Fig. 1: routing congestion
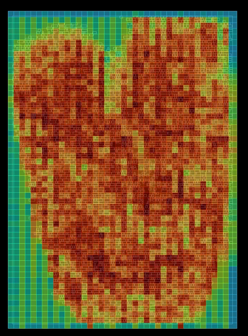
Fig. 2: metal 1
Scale bar: 100 µm. Supply wires on this layer in grey.
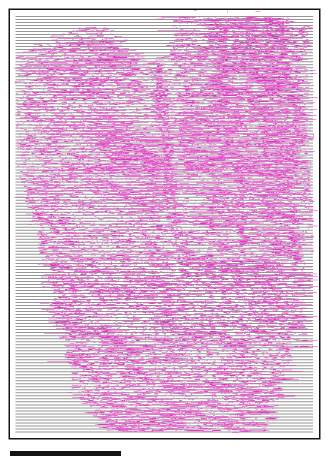
Fig. 3: logic cells by family
Scale bar: 100 µm.
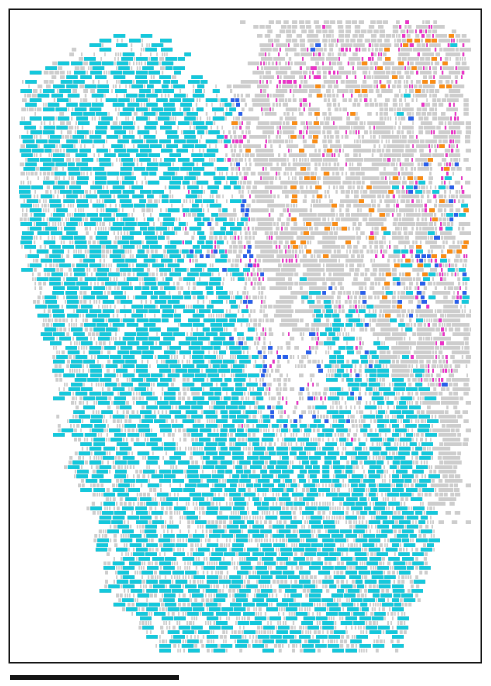
Fig. 4: a small window of the routed layout
Scale bar: 10 µm. Region (189, 77) to (229, 117) µm. Cells in grey, sequential cells in the stronger grey; small squares are vias.
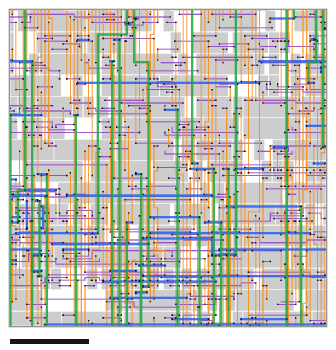
==> config.mk <==
export PLATFORM = sky130hd
export DESIGN_NAME = muldiv_ctrl
export DESIGN_NICKNAME = d
export VERILOG_FILES = /design/src/rtl/muldiv_pkg.sv /design/src/rtl/muldiv_ctrl_div_iter.sv /design/src/rtl/muldiv_ctrl.sv
export SDC_FILE = /design/constraint.sdc
export NUM_CORES = 2
export LEC_CHECK = 0
export CAP_MARGIN = 5
export CORE_ASPECT_RATIO = 1.4
export CORE_MARGIN = 5
export CORE_UTILIZATION = 63
export CTS_BUF_LIST = sky130_fd_sc_hd__clkbuf_16
export CTS_CLUSTER_DIAMETER = 50
export DETAILED_ROUTE_END_ITERATION = 10
export PLACE_DENSITY = 0.85
export SLEW_MARGIN = 15
export SYNTH_ARGS = -nofsm -noshare
export SYNTH_HDL_FRONTEND = slang
export SYNTH_SLANG_ARGS = --single-unit
==> constraint.sdc <==
create_clock -name clk -period 16.62 [get_ports clk]
set_clock_uncertainty 0.05 [all_clocks]
set_input_delay 3.324 -clock clk [delete_from_list [all_inputs] [get_ports clk]]
set_output_delay 3.324 -clock clk [all_outputs]
set_load 0.02 [all_outputs]
==> results_dict.tcl <==
# yosys + openroad results
set metrics [dict create \
    critPathBufInv 9 \
    top_cell_area_share 0.445 \
    chip_area_um2 108000 \
    layout.nets 8519 \
    path_clk_slew_ns 0.07 \
    seq_share 0.114 \
    die_h_um 387 \
    worstRegToRegCells 29 \
    openroad.warnings 28 \
    grt_busiest_layer "met2" \
    clockBufferDepth 3 \
    fillCellCount 7762 \
    combGateArea_um2 49000 \
    ys_sh_simple 0.133 \
    min_path_type "reg -> reg" \
    crit_type "reg -> reg" \
    clkCellAreaFrac 0.0147 \
    largest_class "logic gates" \
    design_area_um2 67400 \
    synth_flop_count 302 \
    layout-drive-gt1-share 0.0260 \
    buffers 233 \
    logic_family "adder cells" \
    cp-end-kind "flip-flop" \
    logic_gate_count 4527 \
    highest_layer "met5" \
    hold_depth 2 \
    ff2ff_setup_slack_ns 5.90 \
    grt_pass1_vias 53900 \
    holdBufCountCts 0 \
    ys_cells 6747 \
    yosysWarnings 0 \
    tightest_slew_ns 1.17 \
    dr.first_iter.drc_count 4214 \
    cts_num_sinks 302 \
    outcome "complete, no violations" \
]
About Fig. 1:
met3 Use GR: 0.0550
gr usage total: 0.371
WL per Instance: 24.7 µm
GRT met2 Usage: 0.638

About Fig. 2:
wire length on this layer	59.2 mm
nets with wire on the layer	7938
main direction	horizontal
longest straight run	56.1 µm
share of all routed wire	30%
met1 usage: 0.377
via count: 48300
final WL: 198 mm

About Fig. 3:
family	colour	cells	most used
multiplexers	orange	92	mux2i_1
AND-OR and OR-AND gates	blue	89	a21o_1
adder and majority cells	cyan	1772	fa_1
NOR gates	magenta	318	nor2_1
final cell count without fillers: 8031
combinational share of cell area: 0.727
most frequent logic cell in the layout: inv_1

About Fig. 4:
layer	colour
met3	blue
met2	orange
met4	green
met1	purple
most frequent	inv_1 (53), fa_1 (36), nand2_1 (32)
sequential cells in the window	0
cells with their middle in the window	154

